run_1/final_placement.png
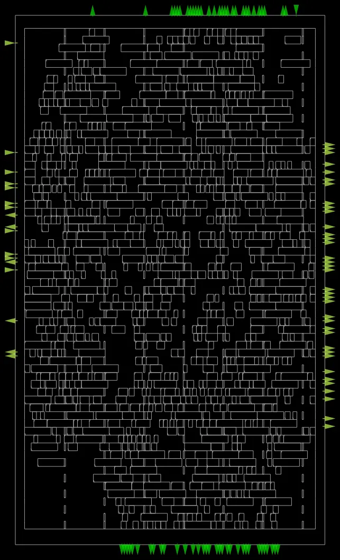
run_1/wire_density.png
Drawn at 3 px/um. The die is cut into 22 by 37 equal tiles; dark purple is low, yellow is high, scaled to the fullest tile. Values are wire area over tile area, all layers added.
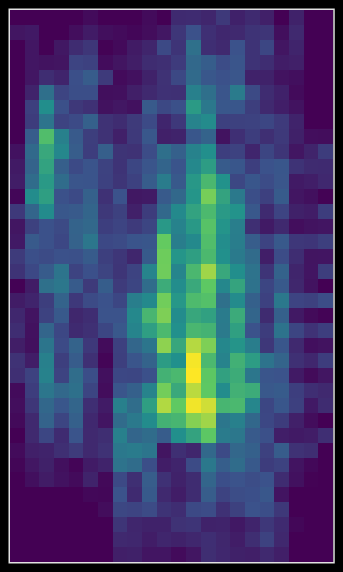
run_1/drive_strength.png
Drawn at 2 px/um.
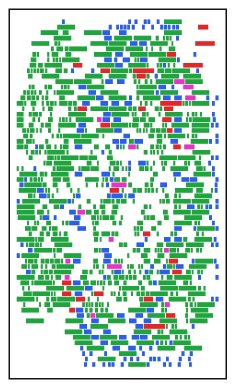
===== src/rtl/ltc2308_scan_sampler.sv =====
// rtl/ltc2308_scan_sampler.sv - LTC2308 multi-channel SPI scan controller holding the latest result per channel
// Per-channel averaging over 2^AVG_LOG2 frames is built when LTC2308_AVG_EN is defined.
module ltc2308_scan_sampler #(
    parameter int NUM_CH        = 8,
    parameter int SCK_DIV       = 2,
    parameter int CONVST_CYCLES = 2,
    parameter int CONV_CYCLES   = 80,
    parameter int AVG_LOG2      = 2
) (
    input  logic                 clk_clk,
    input  logic                 reset_reset_n,
    input  logic                 run,
    input  logic [NUM_CH-1:0]    ch_mask,
    output logic                 adc_convst,
    output logic                 adc_sck,
    output logic                 adc_sdi,
    input  logic                 adc_sdo,
    output logic [12*NUM_CH-1:0] result,
    output logic                 result_valid,
    output logic [2:0]           result_ch,
    output logic                 busy
);
    if (NUM_CH < 1 || NUM_CH > 8 || SCK_DIV < 1 || CONVST_CYCLES < 1 || CONV_CYCLES < 1 ||
        AVG_LOG2 < 0 || AVG_LOG2 > 4) begin : g_param_check
        $error("ltc2308_scan_sampler: parameter out of range");
    end

    typedef enum logic [2:0] {S_IDLE, S_CONVST, S_CONV_WAIT, S_SHIFT, S_PUBLISH} state_t;

    state_t      state_q, state_d;
    logic [15:0] cnt_q;
    logic [3:0]  bit_q;
    logic [11:0] shift_q;
    logic [5:0]  cfg_sh_q;
    logic [5:0]  cfg_word;
    logic [2:0]  cur_ch_q, tag_q, next_ch;
    logic        primed_q, advance;
    logic [7:0]  mask8;

    assign mask8    = 8'(ch_mask);
    assign cfg_word = {1'b1, cur_ch_q[0], cur_ch_q[2:1], 1'b1, 1'b0};

`ifdef LTC2308_AVG_EN
    localparam int REP   = 1 << AVG_LOG2;
    localparam int CNT_W = AVG_LOG2 + 1;
    localparam int ACC_W = 12 + AVG_LOG2;

    logic [ACC_W-1:0] acc_q [NUM_CH];
    logic [CNT_W-1:0] acnt_q [NUM_CH];
    logic [CNT_W-1:0] rep_q;
    logic [ACC_W-1:0] acc_sum, acc_avg;

    assign acc_sum = acc_q[tag_q] + ACC_W'(shift_q);
    assign acc_avg = acc_sum >> AVG_LOG2;
`endif

    // Lowest enabled channel above 'from' (or equal when incl), wrapping to the lowest enabled one.
    function automatic logic [2:0] pick(input logic [2:0] from, input logic [7:0] m, input logic incl);
        logic [2:0] r;
        r = '0;
        for (int i = NUM_CH - 1; i >= 0; i--)
            if (m[i]) r = 3'(i);
        for (int i = NUM_CH - 1; i >= 0; i--)
            if (m[i] && (i > int'(from) || (incl && i == int'(from)))) r = 3'(i);
        return r;
    endfunction

    always_comb begin
        state_d = state_q;
        unique case (state_q)
            S_IDLE:      if (run && |ch_mask) state_d = S_CONVST;
            S_CONVST:    if (cnt_q == 16'(CONVST_CYCLES - 1)) state_d = S_CONV_WAIT;
            S_CONV_WAIT: if (cnt_q == 16'(CONV_CYCLES - 1)) state_d = S_SHIFT;
            S_SHIFT:     if (cnt_q == 16'(SCK_DIV - 1) && adc_sck && bit_q == 4'd11) state_d = S_PUBLISH;
            S_PUBLISH:   state_d = (run && |ch_mask) ? S_CONVST : S_IDLE;
            default:     state_d = S_IDLE;
        endcase
    end

    always_comb begin
        advance = 1'b1;
`ifdef LTC2308_AVG_EN
        advance = (rep_q == CNT_W'(REP - 1)) || !mask8[cur_ch_q];
`endif
        if (state_q == S_IDLE)
            next_ch = pick(cur_ch_q, mask8, 1'b1);
        else if (advance)
            next_ch = pick(cur_ch_q, mask8, 1'b0);
        else
            next_ch = cur_ch_q;
    end

    always_ff @(posedge clk_clk or negedge reset_reset_n) begin
        if (!reset_reset_n) begin
            state_q      <= S_IDLE;
            cnt_q        <= '0;
            bit_q        <= '0;
            shift_q      <= '0;
            cfg_sh_q     <= '0;
            cur_ch_q     <= '0;
            tag_q        <= '0;
            primed_q     <= 1'b0;
            adc_convst   <= 1'b0;
            adc_sck      <= 1'b0;
            adc_sdi      <= 1'b0;
            result       <= '0;
            result_valid <= 1'b0;
            result_ch    <= '0;
            busy         <= 1'b0;
`ifdef LTC2308_AVG_EN
            rep_q        <= '0;
            for (int i = 0; i < NUM_CH; i++) begin
                acc_q[i]  <= '0;
                acnt_q[i] <= '0;
            end
`endif
        end else begin
            state_q      <= state_d;
            adc_convst   <= (state_d == S_CONVST);
            busy         <= (state_d != S_IDLE);
            result_valid <= 1'b0;
            cnt_q        <= (state_d != state_q) ? '0 : cnt_q + 16'd1;

            if (state_d == S_IDLE) primed_q <= 1'b0;

            // New frame: the config shifted last frame now tags this frame's data.
            if (state_d == S_CONVST && state_q != S_CONVST) begin
                tag_q    <= cur_ch_q;
                cur_ch_q <= next_ch;
`ifdef LTC2308_AVG_EN
                rep_q    <= (state_q == S_IDLE || advance) ? '0 : rep_q + CNT_W'(1);
`endif
            end

            if (state_q == S_CONV_WAIT && state_d == S_SHIFT) begin
                cfg_sh_q <= cfg_word;
                adc_sdi  <= cfg_word[5];
                bit_q    <= '0;
            end

            if (state_q == S_SHIFT && cnt_q == 16'(SCK_DIV - 1)) begin
                cnt_q <= '0;
                if (!adc_sck) begin
                    adc_sck <= 1'b1;
                    shift_q <= {shift_q[10:0], adc_sdo};
                end else begin
                    adc_sck  <= 1'b0;
                    bit_q    <= bit_q + 4'd1;
                    cfg_sh_q <= {cfg_sh_q[4:0], 1'b0};
                    adc_sdi  <= cfg_sh_q[4];
                end
            end

            if (state_q == S_SHIFT && state_d == S_PUBLISH) begin
                primed_q <= 1'b1;
`ifdef LTC2308_AVG_EN
                if (primed_q) begin
                    if (acnt_q[tag_q] == CNT_W'(REP - 1)) begin
                        result[12*int'(tag_q) +: 12] <= acc_avg[11:0];
                        result_valid  <= 1'b1;
                        result_ch     <= tag_q;
                        acc_q[tag_q]  <= '0;
                        acnt_q[tag_q] <= '0;
                    end else begin
                        acc_q[tag_q]  <= acc_sum;
                        acnt_q[tag_q] <= acnt_q[tag_q] + CNT_W'(1);
                    end
                end
                for (int i = 0; i < NUM_CH; i++) begin
                    if (!mask8[i]) begin
                        acc_q[i]  <= '0;
                        acnt_q[i] <= '0;
                    end
                end
`else
                if (primed_q) begin
                    result[12*int'(tag_q) +: 12] <= shift_q;
                    result_valid <= 1'b1;
                    result_ch    <= tag_q;
                end
`endif
            end
        end
    end
endmodule


===== config.mk =====
export PLATFORM = sky130hd
export DESIGN_NAME = ltc2308_scan_sampler
export DESIGN_NICKNAME = d
export VERILOG_FILES = /design/src/rtl/ltc2308_scan_sampler.sv
export SDC_FILE = /design/constraint.sdc
export NUM_CORES = 1
export LEC_CHECK = 0
export CAP_MARGIN = 20
export CORE_ASPECT_RATIO = 1.75
export CORE_MARGIN = 3
export CORE_UTILIZATION = 44
export CTS_BUF_LIST = sky130_fd_sc_hd__clkbuf_2 sky130_fd_sc_hd__clkbuf_4 sky130_fd_sc_hd__clkbuf_8
export CTS_CLUSTER_DIAMETER = 120
export DETAILED_ROUTE_END_ITERATION = 8
export GPL_TIMING_DRIVEN = 0
export HOLD_SLACK_MARGIN = 0.08
export PLACE_DENSITY_LB_ADDON = 0.3
export SLEW_MARGIN = 40
export SYNTH_ARGS = -nofsm -noshare
export SYNTH_HDL_FRONTEND = slang
export SYNTH_SLANG_ARGS = --single-unit

===== constraint.sdc =====
create_clock -name clk_clk -period 4.29 [get_ports clk_clk]
set_input_delay 0.858 -clock clk_clk [delete_from_list [all_inputs] [get_ports clk_clk]]
set_output_delay 0.858 -clock clk_clk [all_outputs]
set_load 0.1 [all_outputs]

==> flow_summary_export.csv, run 1 <==
group,metric,value,unit
run_status,status,"finished clean",
logic_synthesis,top_cell_area_share,0.474,
logic_synthesis,synth-cells-yosys,816,
setup_path,worstPathRequired,4.63,ns
layout,seq_area,0.00378,sq mm
placed_design,place_worst_setup_slack,-0.446,ns
logic_synthesis,edf_count,0,
clocking,cts.clk_slew.worst_paths,0.08,ns
routing,vias_per_cell,5.88,
layout,drive_above_1_share,0.266,
layout,diodes,0,
clocking,cts_buffers,17,
floorplan,initCoreUtil,0.452,
power_and_ir_drop,vdd_ir_drop_max,0.000379,V
global_routing,grt_pass1_wl,37600,um
routing,drt.antenna.violating_nets,0,
logic_synthesis,postSynth.asyncResetShare,1.00,
power_and_ir_drop,leakage,4.53,nW
setup_path,rr_worst_depth,11,
clocking,cts_sinks,151,
clocking,cts_tree,"built",
logic_synthesis,ys_seq_share,0.474,
sta,hold_viol_final,0,
floorplan,rows,64,
flow_run,drv_cap,0,
placed_design,routabilityCongestion,1.02,
logic_synthesis,synth.avg_cell_area,9.77,sq um
logic_synthesis,flop_cell,"dfrtp_1",
placed_design,port_buffers,113,
sta,slew_viol_final,0,
floorplan,pin_count,116,
placed_design,hpwl,18500,um
clocking,cts-root-buf,"clkbuf_8",
logic_synthesis,xor_share,0.0231,
layout,num-nets-final,973,
logic_synthesis,ys_sh_simple,0.188,
logic_synthesis,yosys.area_share.adder,0.0166,
clocking,ctsHoldBuffers,0,
layout,buf_share,0.0911,
global_routing,grt-ovfl-total,0,
sta,max-slew-margin-rel,0.470,
sta,final.setup.tns,0,ns
logic_synthesis,syn-num-nets,838,
flow_run,warning_count,31,
sta,skew,0.0130,ns
sta,rsz0062_at_grt,"false",
logic_synthesis,synthesis.area,0.00797,sq mm
logic_synthesis,largest_area_cell,"dfrtp_1",
setup_path,worstPathArrival,4.47,ns
setup_path,critPathLaunchType,"flip-flop",
setup_path,path_max_fanout,8,
Back to the opening pictures, final_placement.png:
tap cell count: 231
count of non-filler cells in the finished layout: 1194
post-layout util: 0.536
Seq area share: 0.400

Back to the opening pictures, wire_density.png:
The mean over all tiles is 0.20. The emptiest ninth of the die: south-west. 12% of the tiles are nearly empty. The densest ninth of the die: centre. 10% of the tiles are over half the peak. The fullest tile reaches 0.88.
Detailed Route WL: 24200 um
via count: 7018
Tot GR Track Use: 0.248
WL/cell: 20.2 um

Back to the opening pictures, drive_strength.png:
Key: magenta = drive 3 to 4 [cells 15]; green = drive 1 or less [cells 707]; red = drive 6 and up [cells 28]; blue = drive 2 [cells 213]
Area growth, synth to finish: 18.4%
Final WS setup: 0.160 ns
design area: 0.00944 sq mm

==> run 1: layer usage <==
layer	track usage	share of wire	vias up	wire (um)
met1	0.264	0.35	3449	8500
met2	0.451	0.54	277	13000
met4	0.150	0.055	0	1340
met5	0	0	-	0
met3	0.0390	0.056	80	1340
li1	-	-	3212	-
==> run 1: through the flow <==
stage | instance area (sq um) | util | power (W)
global placement | 9390 | 0.533 | 0.00439
global route | 9440 | 0.536 | 0.00597
CTS | 9390 | 0.533 | 0.00557
finish | 9440 | 0.536 | 0.00569
floorplan | 7970 | - | 0.00352
detailed placement | 8960 | 0.508 | 0.00440
==> run 1: flip-flops by register name, indices dropped and copies added, names as in the netlist, 3 cells and up <==
name       cells
cnt_q         16
result_ch      3
shift_q       12
result        96
bit_q          4
state_q        3
tag_q          3
cur_ch_q       3
cfg_sh_q       5
==> run 1: cell usage in the layout (no fill, tap or decap), types with 10 or more instances in the layout <==
cell type and instances:
nor2_1 69, a21oi_1 21, nand3_1 15, clkbuf_1 28, xnor2_1 14, mux2i_1 15, clkbuf_8 17, buf_2 106
o21ai_0 64, nor3_1 14, o31ai_1 10, dfrtp_1 151, inv_1 19, nand2_1 119, o22ai_1 16, mux2_2 70
==> run 1: final timing paths <==
path | start | endpoint | slack (ns)
hold reg to reg | result[59]$_DFFE_PN0P_ | result[59]$_DFFE_PN0P_ | 0.48
hold / removal | reset_reset_n | result[32]$_DFFE_PN0P_ | 0.22
min in group clk_clk | result[59]$_DFFE_PN0P_ | result[59]$_DFFE_PN0P_ | 0.48
setup reg to reg | tag_q[1]$_DFFE_PN0P_ | result[35]$_DFFE_PN0P_ | 0.16
setup / recovery | tag_q[1]$_DFFE_PN0P_ | result[35]$_DFFE_PN0P_ | 0.16
max in group asynchronous | reset_reset_n | result[75]$_DFFE_PN0P_ | 3.18
==> run 1: worst max-delay path: stages (launching register included) <==
cell	delay [ns]
dfrtp_1	0.45
ha_1	0.31
fa_1	0.38
clkbuf_1	0.23
xor2_2	0.44
nor3_1	0.13
ha_1	0.29
clkbuf_1	0.31
nand2_1	0.33
nor2_1	0.40
nand3b_1	0.36
mux2_2	0.38
==> run 1: report_power, final <==
group / leakage, nW / switching [W] / total (W) / internal [W]
combinational: 2.27 / 0.00212 / 0.00288 / 0.000758
sequential: 2.07 / 0.000143 / 0.00168 / 0.00154
clock: 0.195 / 0.000545 / 0.00113 / 0.000584
==> run 1: cells in the mapped netlist (9+ instances only) <==
| cell | instances |
|---|---|
| dfrtp_1 | 151 |
| ha_1 | 9 |
| nor2b_1 | 9 |
| o21ai_0 | 64 |
| inv_1 | 19 |
| a21oi_1 | 21 |
| mux2_2 | 70 |
| nor4_1 | 12 |
| nand2_1 | 119 |
| mux2i_1 | 15 |
| xnor2_1 | 14 |
| a31oi_1 | 9 |
| clkbuf_1 | 33 |
| a22oi_1 | 9 |
| nand3_1 | 16 |
| nor2_1 | 69 |
| o22ai_1 | 16 |
| nor3_1 | 19 |
| o31ai_1 | 10 |
==> run 1: repair_timing <==
| item | CTS | global route |
|---|---|---|
| gates resized | 6 | 13 |
| pin swaps | 0 | 0 |
| endpoints found under the hold margin | 0 | 0 |
| endpoints found under the setup margin | 73 | 42 |
==> inputs of run 2 (changes only) <==
--- a/config.mk
+++ b/config.mk
@@ -15,6 +15,7 @@
 export GPL_TIMING_DRIVEN = 0
 export HOLD_SLACK_MARGIN = 0.08
 export PLACE_DENSITY_LB_ADDON = 0.3
+export REMOVE_ABC_BUFFERS = 1
 export SLEW_MARGIN = 40
 export SYNTH_ARGS = -nofsm -noshare
 export SYNTH_HDL_FRONTEND = slang
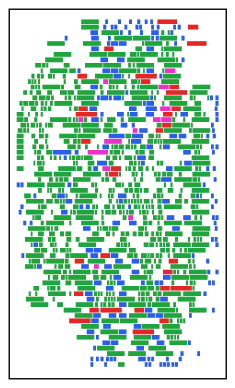
run_2/drive_strength.png
Drawn at 2 px/um.
Area growth, synth to finish: 18.1%
design area: 0.00941 sq mm
Final WS setup: 0.181 ns

==> run 2 against run 1 <==
Count of clock-buffer cells in the layout grew 3. Setup slack gained 0.021 ns. Sequential cell count is the same. Utilization shrank 0.13 points. Worst hold slack lost 0.021 ns. Critical path depth shrank 3. Clock skew grew 0.00069 ns. Sequential power grew 7%. Routed wire length shrank 8.4%. Fmax grew 0.51%. Power grew 0.59%. Critical endpoint is now result[43]$_DFFE_PN0P_. Largest cell class unchanged. Largest power group unchanged.
==> flow_summary_export.csv, run 2 <==
group,metric,value,unit
run_status,status,"finished clean",
power_and_ir_drop,p_total,0.00572,W
sta,skew,0.0137,ns
setup_path,worstReg2RegStart,"tag_q[0]$_DFFE_PN0P_",
layout,mostFrequentLayoutCells,"dfrtp_1, nand2_1, buf_2",
layout,lay_top_count,"dfrtp_1",
routing,routedWlPerCell,19.1,um
clocking,cts_sinks,151,
logic_synthesis,synth_top_cell_by_count,"dfrtp_1",
layout,largest_register,"result",
power_and_ir_drop,vdd_ir_drop_max,0.000474,V
sta,max-slew-margin-rel,0.441,
logic_synthesis,flop_cell,"dfrtp_1",
global_routing,grt_pass1_wl,35500,um
setup_path,worstPathRequired,4.68,ns
logic_synthesis,edf_count,0,
layout,largest_reg_flops,96,
sta,slew_viol_final,0,
flow_run,drv_cap,0,
logic_synthesis,synth.avg_cell_area,9.77,sq um
placed_design,place_worst_setup_slack,-0.574,ns
floorplan,pin_count,116,
floorplan,initCoreUtil,0.452,
setup_path,critPathLaunchType,"flip-flop",
logic_synthesis,ys_seq_share,0.474,
routing,wirelength,22100,um
logic_synthesis,synth-cells-yosys,816,
logic_synthesis,largest_area_cell,"dfrtp_1",
layout,drive_above_1_share,0.272,
routing,vias,6718,
setup_path,worstPathArrival,4.50,ns
logic_synthesis,synthTopCellsByCount,"dfrtp_1, nand2_1, mux2_2",
logic_synthesis,top_cell_area_share,0.474,
layout,num-nets-final,940,
layout,largestRegisters,"result (96), cnt_q (16), shift_q (12)",
flow_run,warning_count,30,
layout,diodes,0,
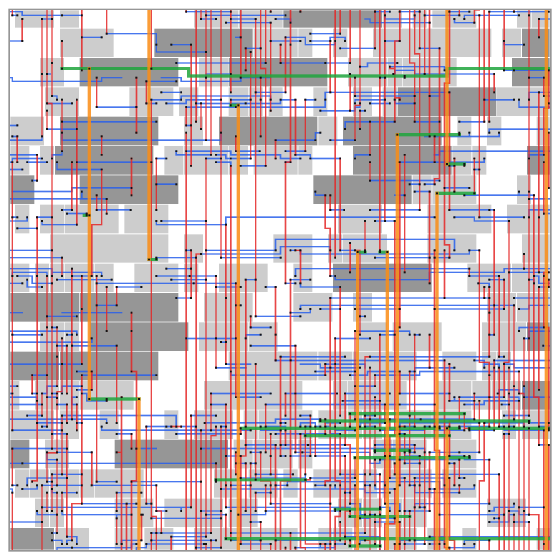
run_2/zoom.png
Window x 29 to 79, y 104 to 154 um. Cells in grey, sequential cells in the stronger grey; small squares are vias.
Key: green = met3; blue = met1; red = met2; orange = met4
173 logic cells have their middle in the window. Most frequent: nand2_1 (19), dfrtp_1 (17), nor2_1 (14). Netlist names of flops here include result (9), result_ch (3), bit_q (2). Sequential cells in the window: 18.

[run 2: cell types whose count changed in the layout (fill, tap and decap cells not counted), sizes merged]
cell           before  now
clkdlybuf4s50       8   10
clkinv              4    3
inv                21   19
buf               115  113
clkinvlp            4    0
bufinv              3    7
clkbuf             52   22
[run 2: stage by stage]
step                      area [sq um]  hold WS (ns)  TNS, ns   util  std cells
after floorplan                   7790         0.449   -50.59      -        776
after global placement            9230         0.459  -777.55  0.524       1122
after detailed placement          8850         0.463   -26.32  0.502       1129
after CTS                         9400         0.173        0  0.533       1160
after global routing              9410         0.175        0  0.534       1161
final                             9410         0.200        0  0.534       1161
[run 2: logic make-up (layout without fill, tap and decap cells)]
family,Yosys count,count (layout),share of synthesized area
and+or+nand+nor,310,310,0.188
AOI/OAI and AO/OA,175,175,0.141
DFF,151,151,0.474
muxes,89,89,0.125
buffers and inverters,60,174,0.0317
xor gates and xnor gates,21,21,0.0231
adders and majority gates,10,10,0.0166
[run 2: worst paths after layout]
check	to	slack (ns)	depth (start not counted)
max in group asynchronous	result[73]$_DFFE_PN0P_	3.51	2
worst max-delay path	result[43]$_DFFE_PN0P_	0.18	8
min in group clk_clk	result[31]$_DFFE_PN0P_	0.47	2
worst max register to register	result[43]$_DFFE_PN0P_	0.18	8
worst min register to register	result[31]$_DFFE_PN0P_	0.47	2
worst min-delay path	result[34]$_DFFE_PN0P_	0.20	1
[run 2: final cells by class]
type	count	area (sq um)	share of cell area
repair buffers	123	742	0.0788
well taps	231	289	0.0307
flip-flops and latches	151	3780	0.402
clock buffers	22	284	0.0302
inverters	20	75.1	0.00798
clock inverters	9	220	0.0234
multi-input cells	605	4020	0.427
[run 2: repair_timing]
item / 4_1_cts / 5_1_grt
resized: 9 / 0
pin swaps: 0 / 2
endpoints found under the setup margin: 92 / 52
setup buffers: 0 / 1
[run 2: metal layers]
layer	vias up	share of wire	GRT usage
li1	3150	-	-
met1	3271	0.37	0.259
met2	236	0.54	0.411
met3	61	0.050	0.0369
met4	0	0.046	0.116
met5	-	0	0
[run 2: report_power, final]
| group | switching, W | internal (W) | total, W |
|---|---|---|---|
| sequential | 0.000258 | 0.00154 | 0.00180 |
| clock | 0.000515 | 0.000856 | 0.00137 |
| combinational | 0.00180 | 0.000753 | 0.00255 |
| total | 0.00257 | 0.00315 | 0.00572 |
[run 2: worst max-delay path, stage by stage, from the launching register on]
cell      delay [ns]
dfrtp_4         0.66
clkinv_1        0.48
ha_4            0.78
nor3_1          0.16
xnor2_1         0.47
nand2_1         0.43
nor4_1          0.68
a2bb2o_1        0.24
mux2_2          0.14
==> inputs of run 3 (changes only) <==
--- a/config.mk
+++ b/config.mk
@@ -16,6 +16,7 @@
 export HOLD_SLACK_MARGIN = 0.08
 export PLACE_DENSITY_LB_ADDON = 0.3
 export REMOVE_ABC_BUFFERS = 1
+export SETUP_SLACK_MARGIN = 0.4
 export SLEW_MARGIN = 40
 export SYNTH_ARGS = -nofsm -noshare
 export SYNTH_HDL_FRONTEND = slang
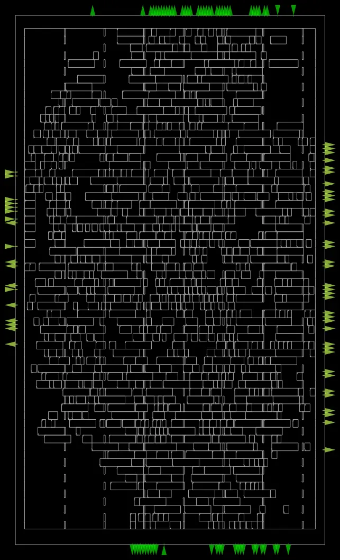
run_3/final_placement.png
core area: 0.0176 sq mm
count of non-filler cells in the finished layout: 1166
Seq area share: 0.395
FP Rows: 64

==> run 3 against run 2 <==
Clock power is essentially flat. Non-clock buffer count rose by 5. Setup slack improved by 0.44 ns. Worst hold slack got worse by 0.00051 ns. Sequential power is essentially flat. Fmax up 12%. First-iteration DRC count is 8.6% higher. Clock skew about the same. Critical path type unchanged. Cell area is 1.7% higher. Global-route usage up 0.35 points.
==> flow_summary_export.csv, run 3 <==
group,metric,value,unit
logic_synthesis,synth_flops,151,
clocking,ctsHoldBuffers,0,
floorplan,chipArea,0.0198,sq mm
power_and_ir_drop,leakage,4.59,nW
logic_synthesis,synthesis.area,0.00797,sq mm
power_and_ir_drop,p_total,0.00597,W
sta,max-slew-margin-rel,0.442,
routing,wirelength,22400,um
logic_synthesis,topCellsByArea,"dfrtp_1, mux2_2, nand2_1",
placed_design,routabilityCongestion,0.958,
layout,lay_top_count,"dfrtp_1",
logic_synthesis,ys_warn_count,0,
global_routing,antenna_found_initial,0,
global_routing,grt_pass1_vias,6692,
layout,nFillCells,1623,
setup_path,worstReg2RegStart,"tag_q[0]$_DFFE_PN0P_",
layout,largestRegisters,"result (96), cnt_q (16), shift_q (12)",
setup_path,critPathKind,"flip-flop to flip-flop",
clocking,cts_sinks,151,
global_routing,grt-ovfl-total,0,
logic_synthesis,flop_cell,"dfrtp_1",
floorplan,pin_count,116,
clocking,cts.clk_slew.worst_paths,0.08,ns
logic_synthesis,ys_chip_area,0.00797,sq mm
floorplan,initCoreUtil,0.452,
logic_synthesis,synth_top_cell_by_count,"dfrtp_1",
logic_synthesis,synthTopCellsByCount,"dfrtp_1, nand2_1, mux2_2",
logic_synthesis,synthCells,816,
routing,drt_iter0_drc,441,
global_routing,grt_use_met3,0.0369,
routing,drc,0,
routing,routedWlPerCell,19.3,um
routing,drt.antenna.violating_nets,0,
setup_path,crit_start,"tag_q[0]$_DFFE_PN0P_",
setup_path,worstPathArrival,4.00,ns
placed_design,port_buffers,115,
sta,slew_viol_final,0,
routing,vias_per_cell,5.89,
routing,vias,6866,
clocking,cts.htree.levels,4,
logic_synthesis,edf_count,0,
logic_synthesis,ys_types,71,
setup_path,r2r_end,"result[89]$_DFFE_PN0P_",
clocking,cts_buffers,17,
layout,areaGrowthSynthToFinish,20.1,%
setup_path,end_kind,"flip-flop",
layout,utilization,0.543,
setup_path,r2r_slack,0.62,ns
min_path,hold_class,"primary input to asynchronous set/reset pin",
flow_run,drv_cap,0,
setup_path,rr_worst_depth,8,
layout,largest_reg_flops,96,
global_routing,grt.total_usage,0.233,
clocking,clk_path_buf_depth,2,
logic_synthesis,largest_area_cell,"dfrtp_1",
flow_run,warning_count,30,
clocking,cts_tree,"built",
sta,worst_pin_slew,0.830,ns
sta,fmax,0.272,GHz
sta,skew,0.0133,ns
global_routing,grt_pass1_wl,36000,um
layout,num-nets-final,945,
layout,largest_register,"result",
global_routing,busiest_layer,"met2",
logic_synthesis,top_cell_area_share,0.474,
logic_synthesis,postSynth.asyncResetShare,1.00,
setup_path,worstPathRequired,4.62,ns
sta,finalClockPeriodUsage,0.856,
sta,layout_min_cycle_time,3.67,ns
layout,drive_above_1_share,0.290,
setup_path,critical_path.endpoint,"result[89]$_DFFE_PN0P_",
global_routing,use_met2,0.417,
layout,mostFrequentLayoutCells,"dfrtp_1, nand2_1, buf_2",
routing,firstDrtPassIters,5,
power_and_ir_drop,power_per_cell_area,624,mW/mm^2
setup_path,path_max_fanout,14,
setup_path,critPathLaunchType,"flip-flop",
layout,diodes,0,
logic_synthesis,ys_seq_share,0.474,
run_status,status,"finished clean",
layout,seq_area,0.00378,sq mm
global_routing,grt_max_degree,73,
logic_synthesis,synth-cells-yosys,816,
sta,setup_viol,0,
layout,final-comb-area,0.00413,sq mm
logic_synthesis,synth.avg_cell_area,9.77,sq um
global_routing,grt_util_met1,0.262,
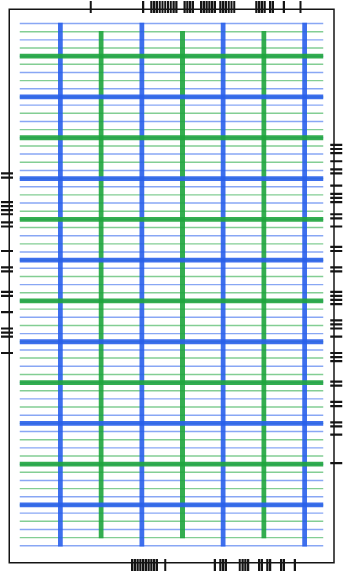
run_3/pdn.png
Drawn at 3 px/um. Pins as bars on the die edge.
Key: blue = VSS; green = VDD
116 signal pins sit on the boundary. 12 straps on met5. The core has 64 rows.
die y size: 184 um
Worst VDD drop: 0.000540 V
Chip Width: 108 um

## run 3: cell counts after synthesis
No cell type changed its count.
## run 3: kinds of logic (layout without fill, tap and decap cells)
| kind of cell | after synthesis | in the layout | share of synthesized area |
|---|---|---|---|
| AND-OR/OR-AND | 175 | 175 | 0.141 |
| buffers and inverters | 60 | 179 | 0.0317 |
| multiplexers | 89 | 89 | 0.125 |
| adder cells (fa/ha/maj) | 10 | 10 | 0.0166 |
| flip-flops | 151 | 151 | 0.474 |
| XOR/XNOR | 21 | 21 | 0.0231 |
| AND/OR/NAND/NOR | 310 | 310 | 0.188 |
## run 3: cell type report
cell class	instances	area share
Clock buffer	22	0.0297
Clock inverter	9	0.0230
Inverter	20	0.00785
Multi-Input combinational cell	605	0.431
Sequential cell	151	0.395
Tap cell	231	0.0302
Timing Repair Buffer	128	0.0826
## run 3: metrics by stage
step                instance area [sq um]  hold slack, ns  cells  setup TNS, ns  setup slack, ns
finish                               9570           0.199   1166              0            0.617
global route                         9570           0.175   1166              0            0.395
CTS                                  9490           0.173   1163              0            0.430
detailed placement                   8850           0.463   1129         -26.32           -0.574
global placement                     9230           0.459   1122        -777.55            -3.60
floorplan                            7790           0.449    776         -50.59           -0.798
## run 3: timing repair
item | 4_1_cts | 5_1_grt
pin swaps | 2 | 1
gates resized | 18 | 10
endpoints found under the setup margin | 96 | 75
setup buffers | 3 | 3
## run 3: report_power, final
group          internal (W)  total [W]  switching, W
sequential          0.00154    0.00178      0.000244
combinational      0.000853    0.00282       0.00196
clock              0.000856    0.00137      0.000519
total               0.00325    0.00597       0.00273
## run 3: worst min-delay path by stage
| stage | slack (ns) | startpoint | endpoint | depth (start not counted) |
|---|---|---|---|---|
| 2_1_floorplan | 0.45 | cfg_sh_q[2]$_DFF_PN0_ | cfg_sh_q[3]$_DFF_PN0_ | 2 |
| 3_3_place_gp | 0.46 | result[31]$_DFFE_PN0P_ | result[31]$_DFFE_PN0P_ | 2 |
| 3_5_place_dp | 0.46 | result[30]$_DFFE_PN0P_ | result[30]$_DFFE_PN0P_ | 2 |
| 4_1_cts | 0.17 | reset_reset_n | result[34]$_DFFE_PN0P_ | 1 |
| 5_1_grt | 0.18 | reset_reset_n | result[34]$_DFFE_PN0P_ | 1 |
| 6_report | 0.20 | reset_reset_n | result[34]$_DFFE_PN0P_ | 1 |
## run 3: critical path: stages, from the launching register on
cell      delay (ns)
dfrtp_4         0.59
ha_1            0.33
fa_2            0.78
nor4_4          0.11
buf_2           0.18
buf_4           0.17
a2111o_1        0.48
or4_4           0.60
mux2_4          0.32
## run 3: layer usage
| metal | wire length, um | vias to the layer above |
|---|---|---|
| met5 | 0 | - |
| met4 | 1160 | 0 |
| met3 | 1160 | 77 |
| met2 | 12000 | 264 |
| met1 | 8130 | 3373 |
| li1 | - | 3152 |
No activity file was given, so power comes from the tool's default toggle rates.
